`config.mk`:
```
export PLATFORM = sky130hd
export DESIGN_NAME = change_dispenser
export DESIGN_NICKNAME = d
export VERILOG_FILES = /design/src/rtl/vending_pkg.sv /design/src/rtl/coin_inventory.sv /design/src/rtl/change_dispenser.sv
export SDC_FILE = /design/constraint.sdc
export NUM_CORES = 1
export LEC_CHECK = 0
export ABC_AREA = 1
export CAP_MARGIN = 5
export CORE_MARGIN = 2
export CORE_UTILIZATION = 60
export CTS_CLUSTER_DIAMETER = 120
export DETAILED_ROUTE_END_ITERATION = 7
export PLACE_DENSITY = 0.79
export REMOVE_ABC_BUFFERS = 1
export SYNTH_ARGS = -nofsm -noshare
export SYNTH_HDL_FRONTEND = slang
export SYNTH_SLANG_ARGS = --single-unit
export TNS_END_PERCENT = 1
```
`constraint.sdc`:
```
create_clock -name I_CLK -period 4.2 [get_ports I_CLK]
set_input_delay 0.63 -clock I_CLK [delete_from_list [all_inputs] [get_ports I_CLK]]
set_output_delay 0.63 -clock I_CLK [all_outputs]
set_load 0.02 [all_outputs]
```
`src/rtl/vending_pkg.sv`:
```
// Shared vending definitions: coin denominations, coin-index codes and dispenser states.
package vending_pkg;

    localparam int NUM_DENOM = 6;

    localparam logic [2:0] COIN_500 = 3'd0;
    localparam logic [2:0] COIN_100 = 3'd1;
    localparam logic [2:0] COIN_25  = 3'd2;
    localparam logic [2:0] COIN_10  = 3'd3;
    localparam logic [2:0] COIN_5   = 3'd4;
    localparam logic [2:0] COIN_1   = 3'd5;

    typedef enum logic [2:0] {
        S_IDLE   = 3'b000,
        S_SELECT = 3'b001,
        S_EJECT  = 3'b010,
        S_DONE   = 3'b011
    } disp_state_e;

    // Value in cents of a coin index; out-of-range indices are worth nothing.
    function automatic logic [15:0] denom_of(input logic [2:0] idx);
        case (idx)
            COIN_500: denom_of = 16'd500;
            COIN_100: denom_of = 16'd100;
            COIN_25:  denom_of = 16'd25;
            COIN_10:  denom_of = 16'd10;
            COIN_5:   denom_of = 16'd5;
            COIN_1:   denom_of = 16'd1;
            default:  denom_of = 16'd0;
        endcase
    endfunction

endpackage

```
`src/rtl/coin_inventory.sv`:
```
// Six saturating per-denomination coin counters with decrement, refill and empty flags.
module coin_inventory
    import vending_pkg::*;
#(
    parameter int INV_W    = 8,
    parameter int INV_INIT = 20
) (
    input  logic             i_clk,
    input  logic             i_reset,
    input  logic             i_dec,
    input  logic [2:0]       i_dec_idx,
    input  logic             i_refill,
    input  logic [2:0]       i_refill_sel,
    input  logic [INV_W-1:0] i_refill_cnt,
    output logic [5:0]       o_empty
);

    logic [INV_W-1:0] r_inv [NUM_DENOM];
    logic [INV_W:0]   w_sum [NUM_DENOM];

    // One extra bit of headroom so refill overflow is visible for saturation.
    always_comb begin
        for (int i = 0; i < NUM_DENOM; i++) begin
            w_sum[i] = {1'b0, r_inv[i]}
                     + ((i_refill && i_refill_sel == 3'(i)) ? {1'b0, i_refill_cnt} : '0)
                     - ((i_dec && i_dec_idx == 3'(i) && r_inv[i] != '0) ? (INV_W+1)'(1) : '0);
            o_empty[i] = (r_inv[i] == '0);
        end
    end

    always_ff @(posedge i_clk) begin
        for (int i = 0; i < NUM_DENOM; i++) begin
            if (i_reset) begin
                r_inv[i] <= INV_W'(INV_INIT);
            end else if (w_sum[i][INV_W]) begin
                r_inv[i] <= '1;
            end else begin
                r_inv[i] <= w_sum[i][INV_W-1:0];
            end
        end
    end

endmodule

```
`src/rtl/change_dispenser.sv`:
```
// Greedy change dispenser: pays an amount one coin per ejector handshake, largest coin first.
module change_dispenser
    import vending_pkg::*;
#(
    parameter int INV_W    = 8,
    parameter int INV_INIT = 20
) (
    input  logic             I_CLK,
    input  logic             I_RESET,
    input  logic             I_START,
    input  logic [15:0]      I_AMOUNT,
    input  logic             I_COIN_ACK,
    input  logic             I_REFILL,
    input  logic [2:0]       I_REFILL_SEL,
    input  logic [INV_W-1:0] I_REFILL_CNT,
    output logic             O_BUSY,
    output logic             O_COIN_VALID,
    output logic [2:0]       O_COIN_SEL,
    output logic [15:0]      O_REMAIN,
    output logic             O_DONE,
    output logic             O_SHORT,
    output logic [5:0]       O_EMPTY
);

    disp_state_e r_state, w_state_d;
    logic [15:0] r_remain, w_remain_d;
    logic [2:0]  r_idx, w_idx_d;
    logic [2:0]  r_coin_sel, w_coin_sel_d;
    logic        w_dec;
    logic [5:0]  w_empty;
    logic        w_can_pay;

    coin_inventory #(
        .INV_W    (INV_W),
        .INV_INIT (INV_INIT)
    ) u_inv (
        .i_clk        (I_CLK),
        .i_reset      (I_RESET),
        .i_dec        (w_dec),
        .i_dec_idx    (r_idx),
        .i_refill     (I_REFILL),
        .i_refill_sel (I_REFILL_SEL),
        .i_refill_cnt (I_REFILL_CNT),
        .o_empty      (w_empty)
    );

    assign w_can_pay = (denom_of(r_idx) <= r_remain) && !w_empty[r_idx];

    always_comb begin
        w_state_d    = r_state;
        w_remain_d   = r_remain;
        w_idx_d      = r_idx;
        w_coin_sel_d = r_coin_sel;
        w_dec        = 1'b0;
        case (r_state)
            S_IDLE: begin
                if (I_START) begin
                    w_remain_d = I_AMOUNT;
                    w_idx_d    = 3'd0;
                    w_state_d  = S_SELECT;
                end
            end
            S_SELECT: begin
                if (r_remain == 16'd0 || r_idx == 3'(NUM_DENOM)) begin
                    w_state_d = S_DONE;
                end else if (w_can_pay) begin
                    w_coin_sel_d = r_idx;
                    w_state_d    = S_EJECT;
                end else begin
                    w_idx_d = r_idx + 3'd1;
                end
            end
            S_EJECT: begin
                // idx stays put so the same denomination is tried again.
                if (I_COIN_ACK) begin
                    w_remain_d = r_remain - denom_of(r_idx);
                    w_dec      = 1'b1;
                    w_state_d  = S_SELECT;
                end
            end
            S_DONE:  w_state_d = S_IDLE;
            default: w_state_d = S_IDLE;
        endcase
    end

    always_ff @(posedge I_CLK) begin
        if (I_RESET) begin
            r_state    <= S_IDLE;
            r_remain   <= 16'd0;
            r_idx      <= 3'd0;
            r_coin_sel <= 3'd0;
        end else begin
            r_state    <= w_state_d;
            r_remain   <= w_remain_d;
            r_idx      <= w_idx_d;
            r_coin_sel <= w_coin_sel_d;
        end
    end

    always_comb begin
        O_BUSY       = (r_state != S_IDLE);
        O_COIN_VALID = (r_state == S_EJECT);
        O_COIN_SEL   = r_coin_sel;
        O_REMAIN     = r_remain;
        O_DONE       = (r_state == S_DONE);
        O_SHORT      = (r_state == S_DONE) && (r_remain != 16'd0);
        O_EMPTY      = w_empty;
    end

endmodule

```
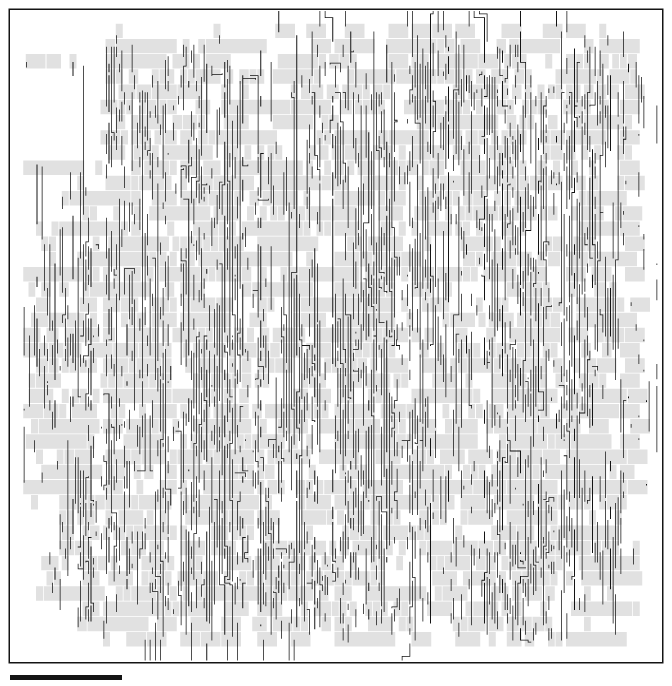
(run_1/met2.png)
Scale bar: 20 um.
nets with wire on the layer = 1072
wire length on this layer = 8770 um
share of all routed wire = 48%
longest straight run = 51.3 um
vias: 6964
WL final: 18300 um
met2 GRT Util: 49.1%

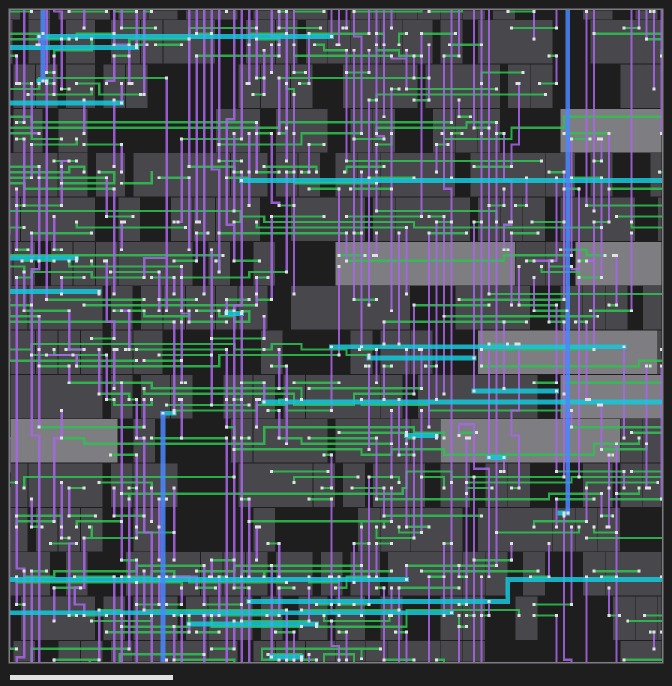
(run_1/zoom.png)
Scale bar: 10 um. Region (38, 15) to (78, 55) um. Cells in grey, sequential cells in the stronger grey; small squares are vias.
met2 -> purple
met3 -> cyan
met1 -> green
met4 -> blue
netlist names of flops here include = u_inv.r_inv (6)
sequential cells in the window = 6
most frequent = inv_1 (49), nand2_1 (29), ha_1 (24)
cells with their middle in the window = 173

==> impl_metrics.tcl, run 1 <==
# place-and-route summary
set metrics [dict create \
    status "finished clean" \
    logic_gate_count 761 \
    power_combinational_mw 4.21 \
    cts.sinks 72 \
    whs_ns 0.465 \
    fillers 1106 \
    synthTopLogicFamily "simple AND/OR/NAND/NOR gates" \
    rr_worst_depth 17 \
    ys_area_mm2 0.00761 \
    hold_buffers 0 \
    synthMuxAreaShare_pct 0 \
    ys_sh_aoi_pct 12.4 \
    p_int_mw 3.18 \
    hold_class "reg -> reg" \
    largest_class "combinational gates" \
    min_path_cells 2 \
    warnings 37 \
    grt_use_met1_pct 35.6 \
    worstHoldEndpoint "O_COIN_SEL[2]$_SDFFE_PP0P_" \
    place_congestion 0.925 \
    grt_pass1_vias 6544 \
    power_density_mw_per_mm2 708 \
    die_w_um 117 \
    critPathMaxFanout 7 \
    initialDrtViolationCount 493 \
    cellLeakagePower_nw 4.67 \
    cts_buffer_depth 2 \
    maxPowerGroup "combinational cells" \
    ff_latch_area_mm2 0.00192 \
    cts-root-buf "clkbuf_16" \
    topCellsByArea "ha_1 (20%), edfxtp_1 (19%), inv_1 (13%), nand2_1 (9.4%), dfxtp_1 (6.3%)" \
    synth_adder_area_share_pct 21.4 \
    r2r_setup_slack_ns 0.77 \
    endpoint_kind "flop" \
    antennaDiodeCount 0 \
    clk_share_pct 3.52 \
    switchingPower_mw 3.11 \
    seq_cells 72 \
    max_cap_viol_count 0 \
    grt_overflow_total 0 \
    vias_per_cell 5.13 \
    die_h_um 117 \
    yosys.area_share.simple_pct 21.7 \
    drt-met1-wl_um 8340 \
    pg_seq_mw 1.26 \
]
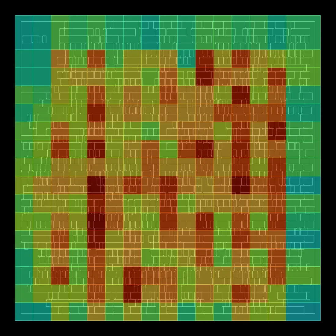
(run_1/final_congestion.png)
GR Util met3: 4.05%
post-layout utilization of the core: 71.0%
GRT busiest layer: met2
Avg WL per Cell: 13.5 um
Global Route Usage Sum: 28.2%

run 1: through the flow:
step                      utilization (%)  total power [mW]  setup WS [ns]
after floorplan                         -              4.45          0.729
after global placement               68.5              5.32          0.275
after detailed placement             68.5              5.40          0.235
after CTS                            71.0              6.27          0.563
after global routing                 71.0              6.97          0.314
final                                71.0              6.29          0.531
run 1: tightest hold or removal path, cell delays in order (launching register included):
cell and delay [ns]:
dfxtp_1 0.31, nand2_1 0.06, a21oi_1 0.05
run 1: placed cells by master, fill, tap and decap left out, types with 30 or more instances in the layout:
cell and n:
clkdlybuf4s50_1 60, nand2_1 190, ha_1 119, nor2_1 74, inv_1 261, xor2_1 30, nand3_1 59, a21oi_1 69
o21ai_0 45, conb_1 48, edfxtp_1 48
## Run 2: what changed since run 1
REMOVE_ABC_BUFFERS = unset   (was 1)
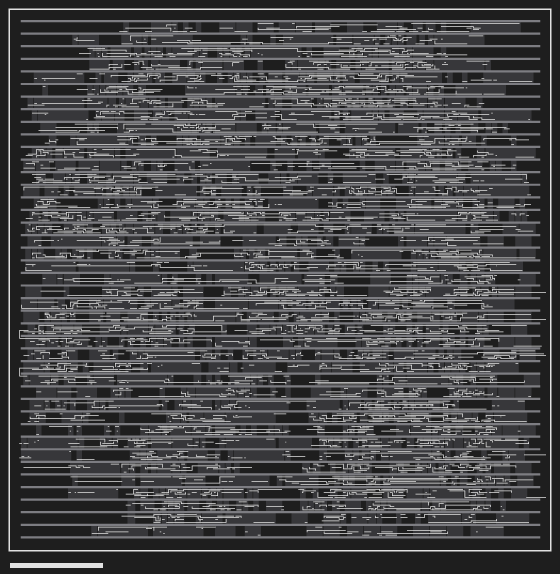
(run_2/met1.png)
Scale bar: 20 um. Supply wires on this layer in grey.
share of all routed wire = 46%
longest straight run = 36.3 um
wire length on this layer = 8400 um
nets with wire on the layer = 1243
main direction = horizontal

==> run 2 against run 1 <==
Against the previous run: via count is 0.95% higher; total power up 0.15%; critical path depth is the same; fmax increased by 3.1%; clock power increased by 2%; die area unchanged; largest power group unchanged; wire length fell by 0.98%; synthesized cell count stayed put; first-iteration DRC count grew 4.9%; global-route usage fell by 0.055 points; critical path type unchanged; cell count unchanged.
==> impl_metrics.tcl, run 2 <==
# place-and-route summary
set metrics [dict create \
    hold_buffers 0 \
    critPathRequiredTime_ns 4.30 \
    cellLeakagePower_nw 4.67 \
    min_path_cells 2 \
    die_w_um 117 \
    warnings 38 \
    path_clk_slew_ns 0.06 \
    hold_start "O_COIN_SEL[1]$_SDFFE_PP0P_" \
    drive_gt1_share_pct 4.89 \
    dp_slack_ns 0.283 \
    worst_path_max_delay_cell "clkdlybuf4s50_1" \
    post-route-drc-count 0 \
    switchingPower_mw 3.10 \
    vias_per_cell 5.18 \
    vias 7030 \
    synth.avg_cell_area_um2 7.10 \
    pg_seq_mw 1.26 \
    wl_per_cell_um 13.4 \
    top_area_cell "ha_1" \
    largest_class "combinational gates" \
    die_h_um 117 \
    ff_type "edfxtp_1" \
    buffers 65 \
    cts_tree "built" \
    cts_resized 0 \
    power_combinational_mw 4.20 \
    grt_pass1_vias 6531 \
    hold_class "reg -> reg" \
    ys_seq_share_pct 25.3 \
    topCellsByArea "ha_1 (20%), edfxtp_1 (19%), inv_1 (13%), nand2_1 (9.4%), dfxtp_1 (6.3%)" \
    final_common_cell "inv_1" \
    cp_num_buf_inv 4 \
    post-route-util_pct 71.0 \
    max_cap_viol_count 0 \
    power_density_mw_per_mm2 709 \
    cts_buffer_depth 2 \
    power_mw 6.30 \
    r2r_setup_slack_ns 0.69 \
    initialDrtViolationCount 517 \
    io_buffers 60 \
    clock_latency_ns 0.35 \
    fillers 1098 \
    critPathMaxFanout 7 \
    seq_cells 72 \
    period_needed_ns 3.56 \
    nNonClkInverters 272 \
    whs_ns 0.494 \
    antenna_found_initial 0 \
    antennaDiodeCount 0 \
    logic_gate_count 761 \
    p_int_mw 3.20 \
    syn_to_final_growth_pct 16.8 \
    worstHoldEndpoint "O_COIN_SEL[1]$_SDFFE_PP0P_" \
    setup_ws_ns 0.643 \
    ff_latch_area_mm2 0.00192 \
    cts.sinks 72 \
    grt_overflow_total 0 \
    core_area_mm2 0.0125 \
    clk_share_pct 3.51 \
    lay_top_cells "inv_1 (261), nand2_1 (190), ha_1 (119)" \
    endpoint_kind "flop" \
    grt.total_usage_pct 28.1 \
    async_flop_share_pct 0 \
    p_clk_mw 0.838 \
    drt-total-wl_um 18200 \
    cts-root-buf "clkbuf_16" \
    ys_area_mm2 0.00761 \
    rr_worst_depth 17 \
    place_congestion 0.936 \
    status "finished clean" \
    maxPowerGroup "combinational cells" \
    largest_reg_flops 48 \
    finalSetupViolCount 0 \
    crit_chain "clkdlybuf4s50_1 -> inv_1 -> nor2_1 -> nand2_1 -> nor2_1 -> nand2_1 -> ha_1 -> inv_1 -> fa_1 -> nand3_1 -> nand3_1 -> nand4_1 -> a21o_1 -> nand2_1 -> o21ai_0 -> inv_1" \
]
run 2: cell counts after synthesis:
No cell type changed its count.
run 2: kinds of logic (layout without fill, tap and decap cells):
| kind of cell | count (synthesis) | after routing | synth area share (%) |
|---|---|---|---|
| DFF | 72 | 72 | 25.3 |
| buffers and inverters | 286 | 353 | 14.3 |
| adders and majority gates | 126 | 126 | 21.4 |
| AOI/OAI and AO/OA | 166 | 166 | 12.4 |
| other | 1 | 48 | 0.0493 |
| xor gates and xnor gates | 41 | 41 | 4.82 |
| and+or+nand+nor | 380 | 380 | 21.7 |
run 2: metal layers:
layer / track usage (%) / share of wire, % / vias to the layer above
met2: 46.4 / 46 / 183
li1: - / - / 3593
met4: 11.7 / 2.7 / 0
met3: 3.11 / 5.1 / 35
met1: 37.8 / 46 / 3219
met5: 0 / 0 / -
## Run 3: what changed since run 2
clock period = 3.3 ns   (was 4.2 ns; I/O delays follow)
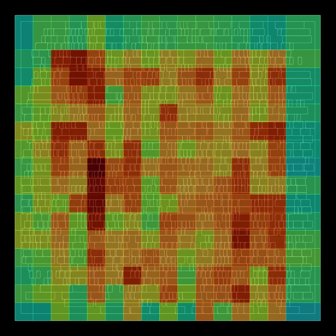
(run_3/final_congestion.png)
met1 Track Usage GR: 37.6%
met2 GRT Util: 52.0%
post-layout utilization of the core: 78.3%

==> run 3 against run 2 <==
Against the previous run: register-to-register slack worse by 0.52 ns; utilization increased by 7.4 points; sequential power increased by 25%; hold slack got worse by 0.030 ns; global-route usage up 1.8 points; first-iteration DRC count increased by 5.6%; via count rose by 7.6%; cell area grew 10%; sequential share of layout area down 2.0 points; critical endpoint is now u_inv.r_inv[5][1]$_DFFE_PP_.
==> impl_metrics.tcl, run 3 <==
# place-and-route summary
set metrics [dict create \
    cts-root-buf "clkbuf_16" \
    synthTopLogicFamily "simple AND/OR/NAND/NOR gates" \
    grt_pass1_vias 7084 \
    critPathRequiredTime_ns 3.41 \
    drive_gt1_share_pct 14.3 \
    status "finished clean" \
    largest_reg_flops 48 \
    top_area_cell "ha_1" \
    crit_chain "clkdlybuf4s50_1 -> inv_1 -> nor2_2 -> inv_2 -> nor4_2 -> ha_1 -> inv_1 -> ha_1 -> inv_1 -> fa_1 -> o21ai_2 -> nand4_1 -> nand3_1 -> nand2_2 -> inv_2 -> nand2_1 -> nand2_1 -> inv_1" \
    dp_slack_ns -0.348 \
    grt_overflow_total 0 \
    place_congestion 0.910 \
    hold_start "O_COIN_SEL[0]$_SDFFE_PP0P_" \
    vias 7567 \
    p_clk_mw 1.04 \
    ys_seq_share_pct 25.3 \
    antenna_found_initial 0 \
    grt.total_usage_pct 29.9 \
    final_common_cell "inv_1" \
    cts_tree "built" \
    grt-busiest-layer "met2" \
    vias_per_cell 5.15 \
    cp_num_buf_inv 7 \
    die_h_um 117 \
    io_buffers 60 \
    topCellsByArea "ha_1 (20%), edfxtp_1 (19%), inv_1 (13%), nand2_1 (9.4%), dfxtp_1 (6.3%)" \
    hold_buffers 0 \
    post-route-drc-count 0 \
    pg_seq_mw 1.58 \
    critPathMaxFanout 5 \
    min_path_cells 2 \
    worst_path_max_delay_cell "clkdlybuf4s50_1" \
    drt-total-wl_um 19900 \
    power_density_mw_per_mm2 907 \
    clock_latency_ns 0.35 \
    setup_ws_ns 0.148 \
    core_area_mm2 0.0125 \
    synthMuxAreaShare_pct 0 \
    syn_to_final_growth_pct 28.9 \
    cts.sinks 72 \
    p_int_mw 4.68 \
    xor_share_pct 4.82 \
    die_w_um 117 \
    antennaDiodeCount 0 \
    worstHoldEndpoint "O_COIN_SEL[0]$_SDFFE_PP0P_" \
    yosys.area_share.simple_pct 21.7 \
    async_flop_share_pct 0 \
    r2r_setup_slack_ns 0.17 \
    cts_resized 2 \
    initialDrtViolationCount 546 \
    endpoint_kind "flop" \
    switchingPower_mw 4.22 \
    ff_latch_area_mm2 0.00192 \
    ys_area_mm2 0.00761 \
]
run 3: cell counts after synthesis:
No cell type changed its count.
run 3: area by class of cell:
type                            count  area share (%)
Multi-Input combinational cell    761            49.5
Sequential cell                    72            19.6
Timing Repair Buffer              177            15.1
Clock buffer                       12            2.62
Clock inverter                      4           0.536
Tap cell                          172            2.19
Inverter                          272            10.4
run 3: per-stage QoR:
step	instances	hold slack, ns	setup TNS, ns	total power [mW]
CTS	1469	0.467	0	8.75
floorplan	1119	0.499	0	5.69
finish	1470	0.464	0	8.90
global route	1470	0.505	-0.437	9.74
detailed placement	1453	0.459	-10.47	7.65
global placement	1453	0.454	-7.54	7.47
run 3: layer usage:
layer	share of wire [%]	routed length [um]
met1	45	8860
met2	47	9330
met3	5.3	1050
met4	3.3	659
met5	0	0
No activity file was given, so power comes from the tool's default toggle rates.
